===== src/rtl/operand_loader_pkg.sv =====
// Shared definitions for the operand loader and the adder tree it feeds.
package operand_loader_pkg;

  localparam int unsigned DEF_WIDTH = 8;
  localparam int unsigned DEF_NOPS  = 8;
  localparam int unsigned IDX_W     = $clog2(DEF_NOPS);

  typedef logic [DEF_WIDTH-1:0] operand_t;
  typedef operand_t [DEF_NOPS-1:0] frame_t;

endpackage


===== src/rtl/operand_bank.sv =====
// One frame of operand storage: indexed synchronous write, flattened parallel read-out.
module operand_bank #(
  parameter int unsigned WIDTH = 8,
  parameter int unsigned NOPS  = 8,
  localparam int unsigned IdxW = $clog2(NOPS)
) (
  input  logic                    clk_i,
  input  logic                    rst_ni,
  input  logic                    wr_en_i,
  input  logic [IdxW-1:0]         wr_idx_i,
  input  logic [WIDTH-1:0]        wr_data_i,
  output logic [NOPS*WIDTH-1:0]   rd_data_o
);

  logic [WIDTH-1:0] mem_q [NOPS];

  always_ff @(posedge clk_i) begin
    if (!rst_ni) begin
      for (int k = 0; k < NOPS; k++) mem_q[k] <= '0;
    end else if (wr_en_i) begin
      mem_q[wr_idx_i] <= wr_data_i;
    end
  end

  for (genvar k = 0; k < NOPS; k++) begin : g_flat
    assign rd_data_o[k*WIDTH +: WIDTH] = mem_q[k];
  end

endmodule


===== src/rtl/operand_loader.sv =====
// Ping-pong serial-to-parallel loader: assembles NOPS-word frames and holds each on ops
// until downstream accepts it, while the other bank fills.
module operand_loader
  import operand_loader_pkg::*;
#(
  parameter int unsigned WIDTH = DEF_WIDTH,
  parameter int unsigned NOPS  = DEF_NOPS,
  localparam int unsigned IdxW = $clog2(NOPS)
) (
  input  logic                  clk,
  input  logic                  rst_n,
  input  logic [WIDTH-1:0]      in_data,
  input  logic                  in_valid,
  output logic                  in_ready,
  input  logic                  in_abort,
  output logic [NOPS*WIDTH-1:0] ops,
  output logic                  out_valid,
  input  logic                  out_ready,
  output logic [IdxW:0]         fill
);

  localparam logic [IdxW:0] LastIdx = (IdxW+1)'(NOPS - 1);
  localparam logic [IdxW:0] NopsC   = (IdxW+1)'(NOPS);

  logic [1:0]  full_q, full_d;
  logic        wr_sel_q, wr_sel_d;
  logic        rd_sel_q, rd_sel_d;
  logic [IdxW:0] count_q, count_d;
  logic        word_xfer, frame_xfer;
  logic [NOPS*WIDTH-1:0] bank_rd [2];

  // in_ready depends only on registered state (and reset), never on out_ready.
  assign in_ready   = rst_n & ~full_q[wr_sel_q];
  assign out_valid  = full_q[rd_sel_q];
  assign ops        = rd_sel_q ? bank_rd[1] : bank_rd[0];
  assign fill       = count_q;
  assign word_xfer  = in_valid & in_ready & ~in_abort;
  assign frame_xfer = out_valid & out_ready;

  always_comb begin
    full_d   = full_q;
    wr_sel_d = wr_sel_q;
    rd_sel_d = rd_sel_q;
    count_d  = count_q;
    if (frame_xfer) begin
      full_d[rd_sel_q] = 1'b0;
      rd_sel_d         = ~rd_sel_q;
    end
    if (in_abort) begin
      count_d = '0;
    end else if (word_xfer) begin
      if (count_q == LastIdx) begin
        full_d[wr_sel_q] = 1'b1;
        wr_sel_d         = ~wr_sel_q;
        count_d          = '0;
      end else begin
        count_d = count_q + 1'b1;
      end
    end
  end

  always_ff @(posedge clk) begin
    if (!rst_n) begin
      full_q   <= '0;
      wr_sel_q <= 1'b0;
      rd_sel_q <= 1'b0;
      count_q  <= '0;
    end else begin
      full_q   <= full_d;
      wr_sel_q <= wr_sel_d;
      rd_sel_q <= rd_sel_d;
      count_q  <= count_d;
    end
  end

  for (genvar b = 0; b < 2; b++) begin : g_bank
    operand_bank #(
      .WIDTH (WIDTH),
      .NOPS  (NOPS)
    ) u_bank (
      .clk_i     (clk),
      .rst_ni    (rst_n),
      .wr_en_i   (word_xfer && (wr_sel_q == 1'(b))),
      .wr_idx_i  (count_q[IdxW-1:0]),
      .wr_data_i (in_data),
      .rd_data_o (bank_rd[b])
    );
  end

  a_ops_stable: assert property (@(posedge clk) disable iff (!rst_n)
    (out_valid && !out_ready) |=> $stable(ops));
  a_count_range: assert property (@(posedge clk) disable iff (!rst_n) count_q < NopsC);

endmodule

===== config.mk =====
export PLATFORM = sky130hd
export DESIGN_NAME = operand_loader
export DESIGN_NICKNAME = d
export VERILOG_FILES = /design/src/rtl/operand_loader_pkg.sv /design/src/rtl/operand_bank.sv /design/src/rtl/operand_loader.sv
export SDC_FILE = /design/constraint.sdc
export NUM_CORES = 1
export LEC_CHECK = 0
export CAP_MARGIN = 20
export CORE_MARGIN = 5
export CORE_UTILIZATION = 43
export DETAILED_ROUTE_END_ITERATION = 8
export MAX_ROUTING_LAYER = met4
export PLACE_DENSITY_LB_ADDON = 0.2
export SLEW_MARGIN = 20
export SYNTH_ARGS = -nofsm -noshare
export SYNTH_HDL_FRONTEND = slang
export SYNTH_HIERARCHICAL = 1
export SYNTH_SLANG_ARGS = --single-unit

===== constraint.sdc =====
create_clock -name clk -period 3 [get_ports clk]
set_clock_uncertainty 0.1 [all_clocks]
set_input_delay 0.6 -clock clk [delete_from_list [all_inputs] [get_ports clk]]
set_output_delay 0.6 -clock clk [all_outputs]
set_load 0.02 [all_outputs]

==> run_1/layer_met1.png <==
Bar = 50 um.
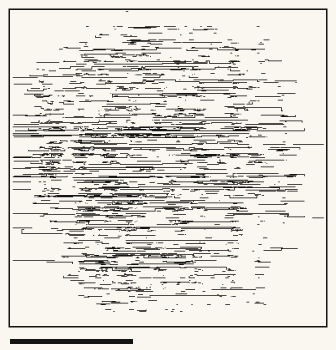
main direction: horizontal
nets with wire on the layer: 532
share of all routed wire: 44%
wire length on this layer: 6460 um
DR vias: 4026
met1 Use GR: 25.7%
routed wire length: 14.8 mm

==> run_1/layer_met2.png <==
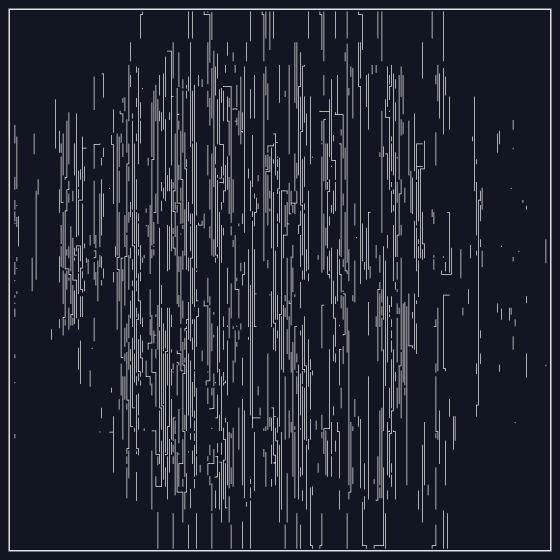
share of all routed wire: 48%
main direction: vertical
wire length on this layer: 7130 um
longest straight run: 52.7 um

==> flow_summary.ini, run 1 <==
; physical design summary
[synthesis]
yosys.stat.seqShare_pct = 66.2
async_flop_share_pct = 0
avgSynthCellArea_um2 = 13.2
edf_count = 128
yosysMostFrequentCell = nor2_1
ys.flops = 136
synth_top_area_share_pct = 63.5
netlist_area_um2 = 6050

[drt]
firstDrtPassIters = 5
vias_per_cell = 5.43

[critical_path]
start_kind = flop
crit_path_end_kind = output port

[grt]
grt_max_degree = 65

[clocking]
clockRootBuffer = clkbuf_16
cts_setup_buffers = 0
clockBufferDepth = 2
cts-buffers-inserted = 17
clock.latency.late_pin_ps = 410

[sta]
rsz0062_at_grt = false
fmax_mhz = 354
slew_violations = 0
hold_viol = 0
finalCritPeriodShare_pct = 94.3

[power]
p_leak_nw = 2.63
power_density_nw_per_um2 = 561

[place]
routabilityCongestion = 0.858

[floorplanning]
fp_util_pct = 43.8
die_w_um = 129

[finish]
layout-drive-gt1-share_pct = 20.3
final_nets = 562

[worst_hold_path]
holdPathStages = 2

[outcome]
status = finished clean
==> run_1/layer_met3.png <==
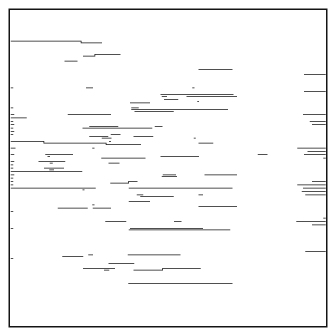
main direction: horizontal
nets with wire on the layer: 80

==> run_1/congestion.png <==
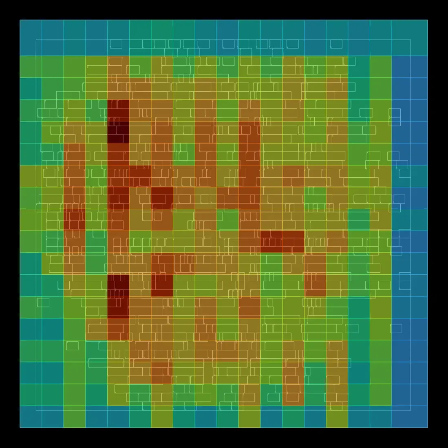
Routed wire per std cell: 20.0 um
gr busiest metal: met2
final core occ: 55.0%
met2 usage in global routing: 28.9%
GRT Total Usage: 19.3%

-- run 1: metrics by stage --
stage / instance area [um2] / hold WS, ps / setup slack (ps) / total power (W) / util (%)
floorplan: 6050 / 410 / 638 / 0.00230 / -
global placement: 7070 / 389 / 277 / 0.00243 / 51.2
detailed placement: 7070 / 399 / 254 / 0.00244 / 51.2
CTS: 7610 / 410 / 140 / 0.00429 / 55.0
global route: 7610 / 459 / 78.4 / 0.00441 / 55.0
finish: 7610 / 416 / 172 / 0.00426 / 55.0
-- run 1: cells in the final DEF (no fill, tap or decap), types with 4 or more instances in the layout --
master / count
clkdlybuf4s50_1: 82
nand2_1: 6
clkbuf_8: 5
edfxtp_1: 128
mux2_2: 65
nor2_1: 130
clkbuf_16: 17
clkbuf_1: 7
a21oi_1: 4
dfxtp_1: 7
nand4b_1: 17
o21ai_0: 18
nand4_1: 16
nand2b_1: 8
buf_4: 22
-- run 1: registers in the layout (all words and copies together), names as in the netlist --
signal,flops
wr_sel_q,1
fill,4
rd_sel_q,1
full_q,2
g_bank.u_bank/mem_q,128
-- run 1: critical path: stages (launching register included) --
cell and delay [ps]:
dfxtp_2 390, buf_12 310, mux2_2 400, clkdlybuf4s50_1 540
-- run 1: routing by layer --
layer | routed length [um] | GRT usage, % | part of all wire (%) | vias to the layer above
li1 | - | - | - | 1852
met1 | 6460 | 25.7 | 44 | 1998
met2 | 7130 | 28.9 | 48 | 152
met3 | 979 | 4.69 | 6.6 | 24
met4 | 267 | 7.29 | 1.8 | 0
met5 | 0 | - | 0 | -
-- run 1: logic make-up after synthesis --
family	Yosys count	synth area share, %
and+or+nand+nor	190	14.8
DFF	136	66.2
muxes	69	12.8
buffers and inverters	35	3.58
AOI/OAI and AO/OA	26	2.42
adders and majority gates	1	0.207
-- run 1: worst max path at each step --
stage,start,to,slack (ps),depth (start not counted)
global route,rd_sel_q$_SDFFE_PN0N_,ops[23],80,3
floorplan,in_abort,g_bank[1].u_bank/mem_q[6][0]$_SDFFCE_PN0P_,640,5
finish,rd_sel_q$_SDFFE_PN0N_,ops[60],170,3
detailed placement,rst_n,g_bank[0].u_bank/mem_q[6][4]$_SDFFCE_PN0P_,250,7
CTS,rd_sel_q$_SDFFE_PN0N_,ops[35],140,3
global placement,rst_n,g_bank[0].u_bank/mem_q[6][4]$_SDFFCE_PN0P_,280,7
-- run 1: final cells by class --
class | count | area [um2]
repair buffers | 105 | 1010
fillers | 1141 | 6220
well taps | 180 | 225
inverters | 2 | 7.51
flip-flops and latches | 136 | 4010
clock buffers | 29 | 520
clock inverters | 3 | 13.8
multi-input cells | 286 | 1830
-- run 1: power breakdown --
| part | switching, W | internal, W | total (W) |
|---|---|---|---|
| combinational | 0.000136 | 0.000114 | 0.000250 |
| clock | 0.000704 | 0.00116 | 0.00187 |
| sequential | 0.0000178 | 0.00213 | 0.00215 |
| total | 0.000858 | 0.00341 | 0.00426 |
==> run 2: changes to the inputs <==
==> constraint.sdc (replaced) <==
create_clock -name clk -period 3.59 [get_ports clk]
set_clock_uncertainty 0.1 [all_clocks]
set_input_delay 0.718 -clock clk [delete_from_list [all_inputs] [get_ports clk]]
set_output_delay 0.718 -clock clk [all_outputs]
set_load 0.02 [all_outputs]
==> run_2/layer_met2.png <==
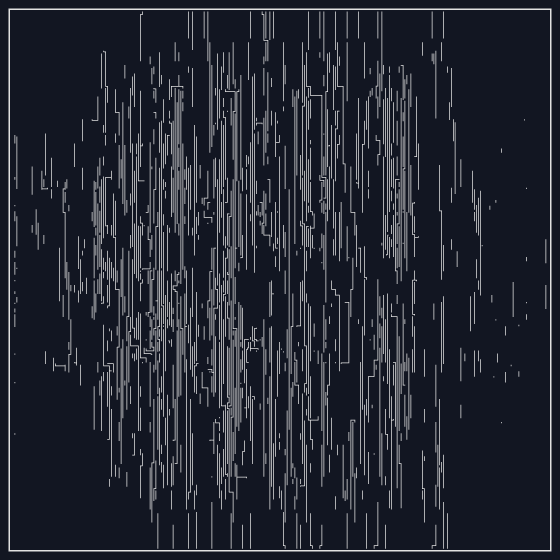
main direction: vertical
wire length on this layer: 7140 um
nets with wire on the layer: 477

==> run_2/congestion.png <==
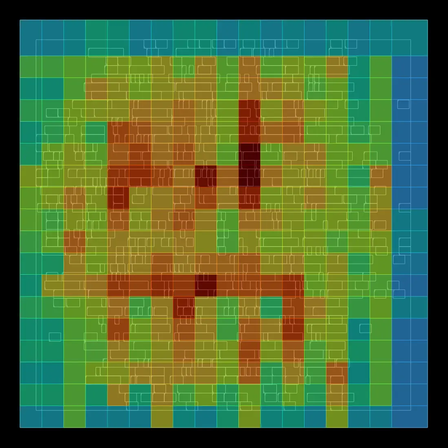
GRT Total Usage: 19.0%
Routed wire per std cell: 20.1 um
met3 Use GR: 5.02%
met2 usage in global routing: 29.3%

==> run 2 against run 1 <==
Compared with the run above: worst hold slack improved by 16 ps; register-to-register slack improved by 560 ps; cell count grew 0.13%; flip-flop count unchanged; via count is 1.6% lower; critical endpoint is now ops[39]; critical path depth unchanged; first-iteration DRC count is 15% higher; area after synthesis unchanged; core utilization up 0.60 points; wire length up 0.32%; sequential share of layout area is 0.57 points lower; final area is 1.1% higher.
==> flow_summary.ini, run 2 <==
; physical design summary
[finish]
utilization_pct = 55.6
flop_area_um2 = 4010
layout-drive-gt1-share_pct = 21.5
lay_top_cells = 130 x nor2_1, 128 x edfxtp_1, 82 x clkdlybuf4s50_1
nFillCells = 1120
final_common_cell = nor2_1
regMostFlops = g_bank.u_bank/mem_q
mi_logic_area_um2 = 1830
largest_reg_flops = 128

[sta]
fmax_mhz = 330
slew_violations = 0
relSlewSlack_pct = 48.9
rsz0062_at_grt = false
finalCritPeriodShare_pct = 84.5
hold_viol = 0

[power]
power_density_nw_per_um2 = 496
p_leak_nw = 2.66

[outcome]
status = finished clean

[critical_path]
cp_slowest_cell = clkdlybuf4s50_1
crit_type = flop to output port
crit_path_cell_trace = buf_4 -> mux2_2 -> clkdlybuf4s50_1
crit_path_end_kind = output port
start_kind = flop
max_stage_delay_ps = 550

[synthesis]
flop_cell = edfxtp_1
synth_top_area_share_pct = 63.5
yosysMostFrequentCell = nor2_1
edf_count = 128
netlist_area_um2 = 6050
ys.flops = 136
avgSynthCellArea_um2 = 13.2
async_flop_share_pct = 0

[drt]
drc = 0
routed_wl_mm = 14.9
vias = 3963
firstDrtPassIters = 5
vias_per_cell = 5.34

[clocking]
clock.latency.late_pin_ps = 410
cts_sinks = 136
cts_setup_buffers = 0
clockBufferDepth = 2

[floorplanning]
die_w_um = 129
fp_util_pct = 43.8

[grt]
grt_max_degree = 52
grt_overflow = 0

[place]
routabilityCongestion = 0.886
==> run_2/layer_met3.png <==
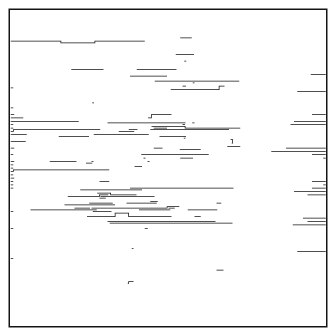
wire length on this layer: 1120 um
nets with wire on the layer: 84
share of all routed wire: 7.5%
main direction: horizontal

run 2: cell counts after synthesis:
Identical to the previous run, type by type.
run 2: cell type report:
| class | count | share of cell area [%] |
|---|---|---|
| multi-input combinational | 286 | 23.8 |
| tap | 180 | 2.93 |
| clock buffer | 20 | 5.81 |
| clock inverter | 12 | 2.28 |
| inverter | 2 | 0.0976 |
| sequential | 136 | 52.1 |
| timing repair buffer | 106 | 13.0 |
run 2: kinds of logic (layout without fill, tap and decap cells):
family,Yosys count,in the layout,share of synthesized area [%]
buffers and inverters,35,140,3.58
AND/OR/NAND/NOR,190,190,14.8
AND-OR/OR-AND,26,26,2.42
flip-flops,136,136,66.2
multiplexers,69,69,12.8
adder cells (fa/ha/maj),1,1,0.207
run 2: report_power, final:
| group | switching [W] | internal [W] |
|---|---|---|
| sequential | 0.0000132 | 0.00178 |
| combinational | 0.000115 | 0.0000957 |
| clock | 0.000634 | 0.00118 |
| total | 0.000762 | 0.00305 |
run 2: critical path: cells and delay by family, from the launching register on:
kind / cells / cell delay, ps
buffers and inverters: 2 / 1000
flip-flops: 1 / 320
multiplexers: 1 / 440
run 2: routing by layer:
metal | vias to the layer above | track usage (%) | wire, um
met5 | - | - | 0
met2 | 161 | 29.3 | 7140
met1 | 1931 | 24.2 | 6350
met3 | 25 | 5.02 | 1120
li1 | 1846 | - | -
met4 | 0 | 6.92 | 274
run 2: final timing paths:
check / slack, ps / startpoint / end / cells after the start
worst max-delay path: 560 / rd_sel_q$_SDFFE_PN0N_ / ops[39] / 3
worst min-delay path: 430 / fill[3]$_SDFFE_PP0N_ / fill[3]$_SDFFE_PP0N_ / 2
worst max register to register: 1520 / fill[1]$_SDFFE_PP0N_ / g_bank[0].u_bank/mem_q[2][0]$_SDFFCE_PN0P_ / 3
worst min register to register: 430 / fill[3]$_SDFFE_PP0N_ / fill[3]$_SDFFE_PP0N_ / 2
run 2: stage by stage:
step / worst slack (ps) / hold WS, ps / instance area (um2) / cells / power (W)
after floorplan: 1110 / 410 / 6050 / 457 / 0.00193
after global placement: 689 / 394 / 7070 / 710 / 0.00203
after detailed placement: 654 / 412 / 7070 / 710 / 0.00204
after CTS: 537 / 427 / 7690 / 742 / 0.00383
after global routing: 475 / 445 / 7690 / 742 / 0.00393
final: 556 / 433 / 7690 / 742 / 0.00382
==> run_2/layer_met1.png <==
Bar = 50 um.
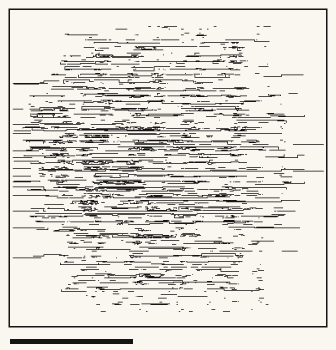

==> run 3: changes to the inputs <==
==> constraint.sdc (replaced) <==
create_clock -name clk -period 3.1 [get_ports clk]
set_clock_uncertainty 0.1 [all_clocks]
set_input_delay 0.62 -clock clk [delete_from_list [all_inputs] [get_ports clk]]
set_output_delay 0.62 -clock clk [all_outputs]
set_load 0.02 [all_outputs]
==> run_3/layer_met1.png <==
Bar = 50 um.
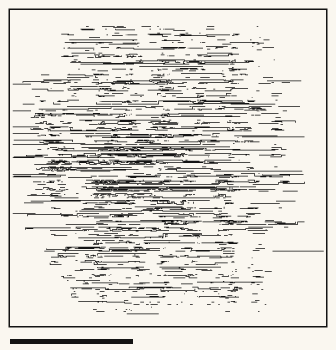
nets with wire on the layer: 532
wire length on this layer: 6650 um
longest straight run: 51.1 um

==> run_3/layer_met3.png <==
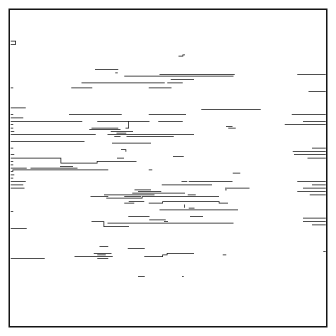
longest straight run: 51.1 um
share of all routed wire: 7.9%
nets with wire on the layer: 84
DR vias: 4052
routed wire length: 15.4 mm
met3 Use GR: 5.23%

==> run 3 against run 2 <==
Compared with the run above: register-to-register slack got worse by 600 ps; wire length increased by 3.3%; cell count increased by 0.13%; via count increased by 2.2%; area after synthesis unchanged; sequential share of layout area increased by 0.28 points; worst setup slack got worse by 190 ps; combinational power increased by 16%; core utilization decreased by 0.30 points; critical endpoint is now ops[7].
==> flow_summary.ini, run 3 <==
; physical design summary
[outcome]
status = finished clean

[critical_path]
crit_path_end_kind = output port
start_kind = flop

[finish]
largest_reg_flops = 128
mi_logic_area_um2 = 1830
final_nets = 564
lay_top_cells = 130 x nor2_1, 128 x edfxtp_1, 82 x clkdlybuf4s50_1

[power]
power_density_nw_per_um2 = 549
internal_power_w = 0.00334
p_total_w = 0.00420
p_leak_nw = 2.63

[clocking]
clockRootBuffer = clkbuf_16
cts-buffers-inserted = 17
clockBufferDepth = 2

[synthesis]
yosysMostFrequentCell = nor2_1
edf_count = 128
synth_top_area_share_pct = 63.5
async_flop_share_pct = 0
flop_cell = edfxtp_1
netlist_area_um2 = 6050

[grt]
grt_max_degree = 47
grt_usage_pct = 19.7

[sta]
finalCritPeriodShare_pct = 88.1

[floorplanning]
fp_util_pct = 43.8

[place]
routabilityCongestion = 0.834
==> run_3/layer_met2.png <==
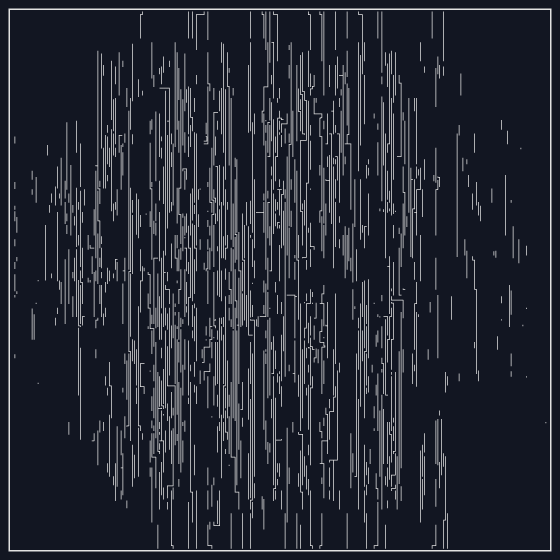
wire length on this layer: 7280 um
longest straight run: 41.5 um
main direction: vertical
nets with wire on the layer: 494
met2 usage in global routing: 30.1%

==> run 3: cell counts after synthesis <==
Identical to the previous run, type by type.
==> run 3: logic make-up after synthesis <==
family	Yosys count	share of synthesized area, %
buffers and inverters	35	3.58
AND-OR/OR-AND	26	2.42
multiplexers	69	12.8
adder cells (fa/ha/maj)	1	0.207
AND/OR/NAND/NOR	190	14.8
flip-flops	136	66.2
==> run 3: worst max-delay path: stages, from the launching register on <==
cell             delay [ps]
dfxtp_2                 350
buf_4                   310
mux2_2                  390
clkdlybuf4s50_1         550
==> run 3: metal layers <==
metal	vias to the layer above	GRT usage (%)	share of wire, %
li1	1856	-	-
met1	2002	26.4	43
met2	172	30.1	47
met3	22	5.23	7.9
met4	0	5.13	1.5
met5	-	-	0
==> run 3: worst paths after layout <==
| path | depth (start not counted) | end | slack (ps) | startpoint |
|---|---|---|---|---|
| worst max-delay path | 3 | ops[7] | 370 | rd_sel_q$_SDFFE_PN0N_ |
| worst min-delay path | 2 | fill[3]$_SDFFE_PP0N_ | 420 | fill[3]$_SDFFE_PP0N_ |
| worst max register to register | 3 | g_bank[1].u_bank/mem_q[6][1]$_SDFFCE_PN0P_ | 920 | fill[2]$_SDFFE_PP0N_ |
| worst min register to register | 2 | fill[3]$_SDFFE_PP0N_ | 420 | fill[3]$_SDFFE_PP0N_ |
==> run 3: power groups by stage <==
| stage | Sequential (W) | Combinational (W) | Clock (W) |
|---|---|---|---|
| after floorplan | 0.00211 | 0.000119 | 0 |
| after global routing | 0.00208 | 0.000259 | 0.00200 |
| final | 0.00208 | 0.000245 | 0.00188 |
| after global placement | 0.00211 | 0.000242 | 0 |
| after CTS | 0.00208 | 0.000246 | 0.00190 |
| after detailed placement | 0.00212 | 0.000245 | 0 |
==> run 3: layout make-up <==
| cell class | instances | area share (%) |
|---|---|---|
| repair buffers | 107 | 13.5 |
| well taps | 180 | 2.94 |
| flip-flops and latches | 136 | 52.4 |
| clock buffers | 22 | 5.81 |
| clock inverters | 10 | 1.36 |
| multi-input cells | 286 | 23.9 |
| inverters | 2 | 0.0982 |
==> run 3: stage by stage <==
step                utilization [%]  setup WS [ps]  instance area (um2)  instances  hold slack (ps)
floorplan                         -            718                 6050        457              410
global placement               51.4            281                 7100        711              402
detailed placement             51.4            223                 7100        711              403
CTS                            55.3            349                 7650        743              413
global route                   55.3            297                 7650        743              451
finish                         55.3            368                 7650        743              421
Power is estimated from default activity; no workload was simulated.
